**src/rtl/z80_bus_tracer.sv**
```systemverilog
// Passive tv80s bus-cycle tracer: decodes strobes into records {ts, type, addr, data}
// and queues them in a first-word-fall-through FIFO with drop accounting.
module z80_bus_tracer #(
  parameter int unsigned DEPTH = 16,
  parameter int unsigned TSW   = 16
) (
  input  logic                     clk,
  input  logic                     reset,
  input  logic                     en,
  input  logic                     m1_n,
  input  logic                     mreq_n,
  input  logic                     iorq_n,
  input  logic                     rd_n,
  input  logic                     wr_n,
  input  logic                     rfsh_n,
  input  logic [15:0]              A,
  input  logic [7:0]               di,
  input  logic [7:0]               dout,
  output logic                     rec_valid,
  input  logic                     rec_ready,
  output logic [27+TSW-1:0]        rec_data,
  output logic [$clog2(DEPTH):0]   rec_count,
  output logic                     overflow,
  output logic [7:0]               drop_cnt
);

  localparam int unsigned AW = $clog2(DEPTH);
  localparam int unsigned CW = AW + 1;
  localparam int unsigned RW = 27 + TSW;

  localparam logic [2:0] T_OPF   = 3'd0;
  localparam logic [2:0] T_MEMRD = 3'd1;
  localparam logic [2:0] T_MEMWR = 3'd2;
  localparam logic [2:0] T_IORD  = 3'd3;
  localparam logic [2:0] T_IOWR  = 3'd4;
  localparam logic [2:0] T_INTA  = 3'd5;

  typedef enum logic [1:0] {S_SYNC, S_IDLE, S_ACTIVE} state_t;

  // rd_n carries no information beyond what mreq_n/iorq_n/wr_n already give
  logic unused_rd;
  assign unused_rd = rd_n;

  state_t           state_q, state_d;
  logic [TSW-1:0]   tcnt_q;
  logic [TSW-1:0]   hts_q, hts_d;
  logic [2:0]       typ_q, typ_d;
  logic [15:0]      addr_q, addr_d;
  logic [7:0]       data_q, data_d;

  logic             act_c, same_c, upgrade_c, start_c, push_c;
  logic [2:0]       typ_c;

  function automatic logic is_wr(input logic [2:0] t);
    return (t == T_MEMWR) || (t == T_IOWR);
  endfunction

  // Strobe decode; refresh requests never count as activity
  always_comb begin
    act_c = (!mreq_n && rfsh_n) || !iorq_n;
    typ_c = T_IORD;
    if (!m1_n && !mreq_n)       typ_c = T_OPF;
    else if (!m1_n && !iorq_n)  typ_c = T_INTA;
    else if (!mreq_n && !wr_n)  typ_c = T_MEMWR;
    else if (!mreq_n)           typ_c = T_MEMRD;
    else if (!iorq_n && !wr_n)  typ_c = T_IOWR;
    else                        typ_c = T_IORD;
  end

  always_comb begin
    state_d   = state_q;
    hts_d     = hts_q;
    typ_d     = typ_q;
    addr_d    = addr_q;
    data_d    = data_q;
    push_c    = 1'b0;
    start_c   = 1'b0;
    upgrade_c = ((typ_q == T_MEMRD) && (typ_c == T_MEMWR)) ||
                ((typ_q == T_IORD)  && (typ_c == T_IOWR));
    same_c    = act_c && (addr_q == A) && ((typ_c == typ_q) || upgrade_c);
    case (state_q)
      S_SYNC: if (!act_c) state_d = S_IDLE;
      S_IDLE: if (act_c && en) begin
        state_d = S_ACTIVE;
        start_c = 1'b1;
      end
      S_ACTIVE: begin
        if (same_c) begin
          if (upgrade_c) typ_d = typ_c;
          data_d = is_wr(typ_d) ? dout : di;
        end else begin
          push_c = 1'b1;
          if (!act_c || !en) begin
            state_d = S_IDLE;
          end else begin
            start_c = 1'b1;
          end
        end
      end
      default: state_d = S_SYNC;
    endcase
    if (start_c) begin
      hts_d  = tcnt_q;
      typ_d  = typ_c;
      addr_d = A;
      data_d = is_wr(typ_c) ? dout : di;
    end
  end

  always_ff @(posedge clk) begin
    if (reset) begin
      state_q <= S_SYNC;
      tcnt_q  <= '0;
      hts_q   <= '0;
      typ_q   <= '0;
      addr_q  <= '0;
      data_q  <= '0;
    end else begin
      state_q <= state_d;
      tcnt_q  <= tcnt_q + TSW'(1);
      hts_q   <= hts_d;
      typ_q   <= typ_d;
      addr_q  <= addr_d;
      data_q  <= data_d;
    end
  end

  // FIFO: a push into a full FIFO succeeds only if the head leaves on the same edge
  logic [RW-1:0] mem_q [DEPTH];
  logic [AW-1:0] wr_ptr_q, rd_ptr_q;
  logic [CW-1:0] count_q;
  logic          ovf_q;
  logic [7:0]    drop_q;
  logic          pop_c, full_c, wr_c, drop_c;

  assign pop_c  = (count_q != '0) && rec_ready;
  assign full_c = (count_q == CW'(DEPTH));
  assign wr_c   = push_c && (!full_c || pop_c);
  assign drop_c = push_c && full_c && !pop_c;

  always_ff @(posedge clk) begin
    if (reset) begin
      for (int unsigned i = 0; i < DEPTH; i++) mem_q[i] <= '0;
      wr_ptr_q <= '0;
      rd_ptr_q <= '0;
      count_q  <= '0;
      ovf_q    <= 1'b0;
      drop_q   <= '0;
    end else begin
      if (wr_c) begin
        mem_q[wr_ptr_q] <= {hts_q, typ_q, addr_q, data_q};
        wr_ptr_q        <= wr_ptr_q + AW'(1);
      end
      if (pop_c) rd_ptr_q <= rd_ptr_q + AW'(1);
      if (wr_c && !pop_c)      count_q <= count_q + CW'(1);
      else if (!wr_c && pop_c) count_q <= count_q - CW'(1);
      if (drop_c) begin
        ovf_q <= 1'b1;
        if (drop_q != 8'hFF) drop_q <= drop_q + 8'd1;
      end
    end
  end

  assign rec_valid = (count_q != '0);
  assign rec_count = count_q;
  assign rec_data  = mem_q[rd_ptr_q];
  assign overflow  = ovf_q;
  assign drop_cnt  = drop_q;

endmodule

```
**config.mk**
```make
export PLATFORM = sky130hd
export DESIGN_NAME = z80_bus_tracer
export DESIGN_NICKNAME = d
export VERILOG_FILES = /design/src/rtl/z80_bus_tracer.sv
export SDC_FILE = /design/constraint.sdc
export NUM_CORES = 1
export LEC_CHECK = 0
export CAP_MARGIN = 20
export CORE_ASPECT_RATIO = 1.2
export CORE_MARGIN = 5
export CORE_UTILIZATION = 62
export CTS_CLUSTER_DIAMETER = 40
export DETAILED_ROUTE_END_ITERATION = 8
export PLACE_DENSITY = 0.84
export SYNTH_ARGS = -nofsm -noshare
export SYNTH_HDL_FRONTEND = slang
export SYNTH_SLANG_ARGS = --single-unit
```
**constraint.sdc**
```tcl
create_clock -name clk -period 3.84 [get_ports clk]
set_input_delay 0.384 -clock clk [delete_from_list [all_inputs] [get_ports clk]]
set_output_delay 0.384 -clock clk [all_outputs]
set_load 0.005 [all_outputs]
```
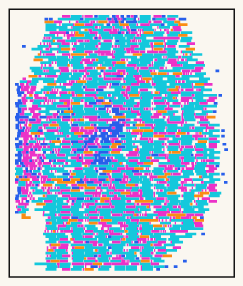
run_1/class_map.png
(1 px per um)
Key: remaining logic cells = magenta [cells 1,479, share of their area 28%]; sequential cells = cyan [cells 775, share of their area 58%]; clock drivers and dummy loads = orange [cells 149, share of their area 6.9%]; remaining buffers and delay cells = blue [cells 227, share of their area 7.0%]

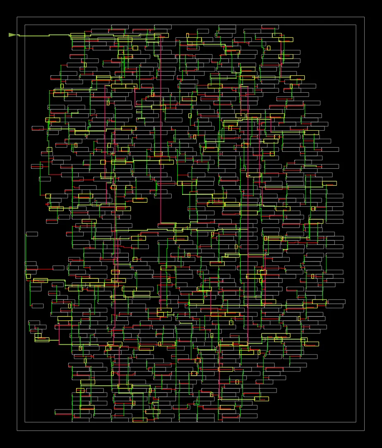
run_1/clock_nets.png
clk_lat worst skew: 0.64 ns
clock sink count: 775

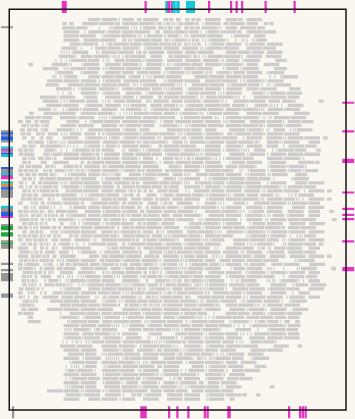
run_1/pinout.png
(1.5 px per um) Pins as bars across the die edge, other pins in grey.
Key: rec_data = magenta [pins 43, direction output, edge 15 bottom, 13 top, 11 right, 4 left]; A = cyan [pins 16, direction input, edge 11 top, 5 left]; dout = blue [pins 8, direction input, edge left]; rfsh_n = orange [pins 1, direction input, edge left]; rec_count = green [pins 5, direction output, edge left]
die width: 223 um
PortBufs: 98
Die Y: 266 um

run 1: sequential cells by signal, summed over array words and instances, names as in the netlist, 5 cells and up, named ones only:
name       count
addr_q        16
rec_count      5
data_q         8
tcnt_q        16
drop_cnt       8
mem_q        688
hts_q         16
run 1: where the power goes:
group	internal (mW)	leakage (nW)	switching [mW]	total, mW
Clock	4.44	1.30	3.43	7.86
Sequential	9.47	7.73	0.252	9.73
Combinational	1.77	3.68	1.61	3.38
Total	15.7	12.7	5.29	21.0
run 1: synth_stat cells (all sizes together), types with 2 or more instances:
cell	number	share of area, %
a21boi	2	0.044
a21o	27	0.60
a21oi	59	0.87
a31oi	3	0.055
and2	3	0.055
and3	3	0.055
and4	2	0.052
buf	102	1.7
clkbuf	75	0.83
dfxtp	87	5.1
edfxtp	688	61
ha	16	0.59
inv	14	0.15
mux2	8	0.27
mux2i	21	0.62
mux4	215	14
nand2	251	2.8
nand3	13	0.19
nand4	5	0.092
nor2	726	8.0
nor2b	5	0.092
nor3	3	0.044
nor3b	5	0.13
nor4	2	0.037
o2111ai	3	0.078
o211ai	2	0.085
o21ai	12	0.18
o22ai	3	0.096
o31ai	4	0.10
or2	3	0.055
or3	12	0.22
or3b	3	0.078
or4	4	0.089
xnor2	10	0.26
xor2	29	0.75
run 1: critical path, delay by kind of cell (launching register included):
| kind | cells | cell delay (ns) |
|---|---|---|
| and+or+nand+nor | 5 | 1.16 |
| AOI/OAI and AO/OA | 4 | 0.79 |
| adders and majority gates | 2 | 0.46 |
| buffers and inverters | 3 | 0.39 |
| DFF | 1 | 0.37 |
| xor gates and xnor gates | 2 | 0.36 |
run 1: area by class of cell:
type,count,area [sq um]
inverter,14,52.6
fill,3038,15100
sequential,775,22400
multi-input combinational,1465,10700
clock buffer,108,2220
timing repair buffer,227,2700
tap,720,901
clock inverter,41,442
==> out/results.tsv, run 1 <==
metric	value	unit
status	completed	
crit path max fanout	6	
total grt overflow	0	
Top cells excl fill/tap	nor2_1, edfxtp_1, nand2_1, mux4_2, clkdlybuf4s50_1	
post-synthesis cell count	2431	
CTS root buf	clkbuf_16	
area fraction in mux cells	15.2	%
Final nets	2623	
Vias	22700	
crit share post-route	96.1	%
hold path endpoint	wr_ptr_q[2]$_SDFFE_PP0N_	
Total Routing Usage GR	33.0	%
highest routed metal layer	met5	
IO Pins	100	
Hold Startpoint	reset	
Worst EP required	4.33	ns
Syn. warnings	0	
Die ar.	59500	sq um
worst-path cell chain	xor2_1 > nor4_2 > buf_4 > nand3_1 > or4_1 > o211ai_1 > inv_1 > ha_1 > inv_1 > ha_1 > a21o_1 > a21oi_1 > xor2_1 > nor2_1 > a21oi_1 > nor2_1	
largest net degree at the start of global routing	70	
worst r2r dst	rec_count[3]$_SDFFE_PP0P_	
Compound Share, Synth	2.29	%
crit path to	rec_count[3]$_SDFFE_PP0P_	
clock skew after layout	0.0321	ns
hold_ws	0.229	ns
share of layout cells above drive strength 1	19.7	%
dominant logic cell type in the layout	nor2_1	
Final WS setup	0.150	ns
fp_density	62.3	%
# rows	94	
GP Congestion	0.846	
==> run 2, diff against run 1 <==
CORE_UTILIZATION = 66   (was 62)
PLACE_DENSITY = 0.89   (was 0.84)
clock period = 4.7 ns   (was 3.84 ns; I/O delays follow)
==> out/results.tsv, run 2 <==
metric	value	unit	change
status	completed		
post-synthesis cell count	2431		unchanged
clk_lat worst skew	0.64	ns	about the same
Avg Cell Area, Syn	13.9	sq um	
# rows	91		-3.2%
routed wl met2	47600	um	
initial DRC count	3935		
fill count	2533		-17%
fin area	38300	sq um	
Worst-Margin Slew	0.946	ns	
die width	217	um	-2.9%
top cells, area	edfxtp_1, mux4_2, nor2_1		
Seq share, synth	66.1	%	
total grt overflow	0		unchanged
clock sink count	775		unchanged
dominant logic cell type in the layout	nor2_1		
clock skew after layout	0.0285	ns	-0.00361 ns
PortBufs	98		unchanged
Syn. warnings	0		unchanged
GP Congestion	0.833		-1.6%
Vias	22700		+0.088%
worst vdd ir	0.484	mV	
most numerous cell in the Yosys netlist	nor2_1		
Post-synth top cells	nor2_1, edfxtp_1, nand2_1, mux4_2, dfxtp_1		
worst path buffer plus inverter count	3		unchanged
highest routed metal layer	met5		
logic area	10700	sq um	about the same
crit path max fanout	6		unchanged
Total Routing Usage GR	35.1	%	+2.1 points
FF/Latch Area	22400	sq um	about the same
critical path class	flip-flop to flip-flop		
crit share post-route	91.6	%	-4.5 points
via/cell ratio	7.10		
Final nets	2544		-3.0%
Reg with most FFs	mem_q		
wl on met1	28300	um	
CTS root buf	clkbuf_16		
Top cells excl fill/tap	nor2_1, edfxtp_1, nand2_1, mux4_2, clkdlybuf4s50_1		
vias in the first global route	24100		
Die ar.	56000	sq um	-5.8%
Worst EP required	5.25	ns	+0.92 ns
CP delay by family, top	simple AND/OR/NAND/NOR gates		
largest net degree at the start of global routing	93		+33%
worst-path cell chain	xor2_1 > nor4_1 > buf_4 > nand3_1 > or4_1 > o211ai_1 > inv_1 > ha_1 > inv_1 > ha_1 > a21o_1 > a21oi_1 > xnor2_1 > or3_1 > a21oi_1		
Largest type area fraction	60.9	%	unchanged
Die Y	258	um	-3.0%
fp_density	66.3	%	+4.1 points
setup TNS	0	ns	
max reg flops	688		unchanged
IO Pins	100		unchanged
## run 2: final timing paths
| kind | from | endpoint | slack [ns] | cells after the start |
|---|---|---|---|---|
| setup reg to reg | addr_q[1]$_SDFFE_PP0P_ | rec_count[4]$_SDFFE_PP0P_ | 0.40 | 15 |
| setup / recovery | addr_q[1]$_SDFFE_PP0P_ | rec_count[4]$_SDFFE_PP0P_ | 0.40 | 15 |
| hold / removal | reset | wr_ptr_q[2]$_SDFFE_PP0N_ | 0.32 | 2 |
| hold reg to reg | overflow$_SDFFE_PP0P_ | overflow$_SDFFE_PP0P_ | 0.48 | 2 |
## run 2: logic make-up (layout without fill, tap and decap cells)
kind of cell,count (synthesis),after routing,synth area share (%)
simple gates,1043,1043,12.1
flops,775,775,66.1
mux,244,244,15.2
buf+inv,191,311,2.73
compound gates,122,122,2.29
xor+xnor,39,39,1.01
fa+ha+maj,17,17,0.649
## run 2: per-stage QoR
stage | util (%) | cells | hold WS (ns)
after global routing | 74.9 | 3202 | 0.316
after global placement | 69.7 | 3052 | 0.434
final | 74.9 | 3202 | 0.320
after detailed placement | 69.7 | 3052 | 0.462
after CTS | 74.8 | 3200 | 0.267
after floorplan | - | 2431 | 0.426
## run 2: report_power, final
| part | switching (mW) | internal (mW) |
|---|---|---|
| combinational | 1.27 | 1.33 |
| clock | 2.80 | 3.66 |
| sequential | 0.197 | 7.74 |
| total | 4.27 | 12.7 |
## run 2: area by class of cell
| cell class | instances | share of cell area, % |
|---|---|---|
| multi-input combinational | 1465 | 27.8 |
| clock buffer | 110 | 5.82 |
| timing repair buffer | 149 | 4.52 |
| clock inverter | 38 | 1.04 |
| sequential | 775 | 58.5 |
| inverter | 14 | 0.137 |
| tap | 651 | 2.13 |
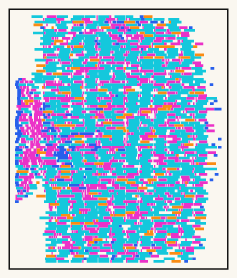
run_2/class_map.png
(1 px per um)
Key: remaining logic cells = magenta [cells 1,479, share of their area 29%]; clock drivers and dummy loads = orange [cells 148, share of their area 7.0%]; sequential cells = cyan [cells 775, share of their area 60%]; remaining buffers and delay cells = blue [cells 149, share of their area 4.6%]

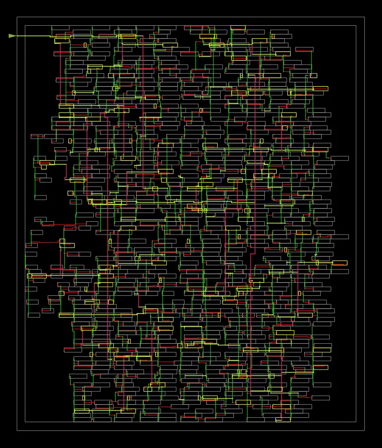
run_2/clock_nets.png
P_clk: 6.46 mW
Clock Buffer Count: 110

Power and IR drop assume default switching activity.
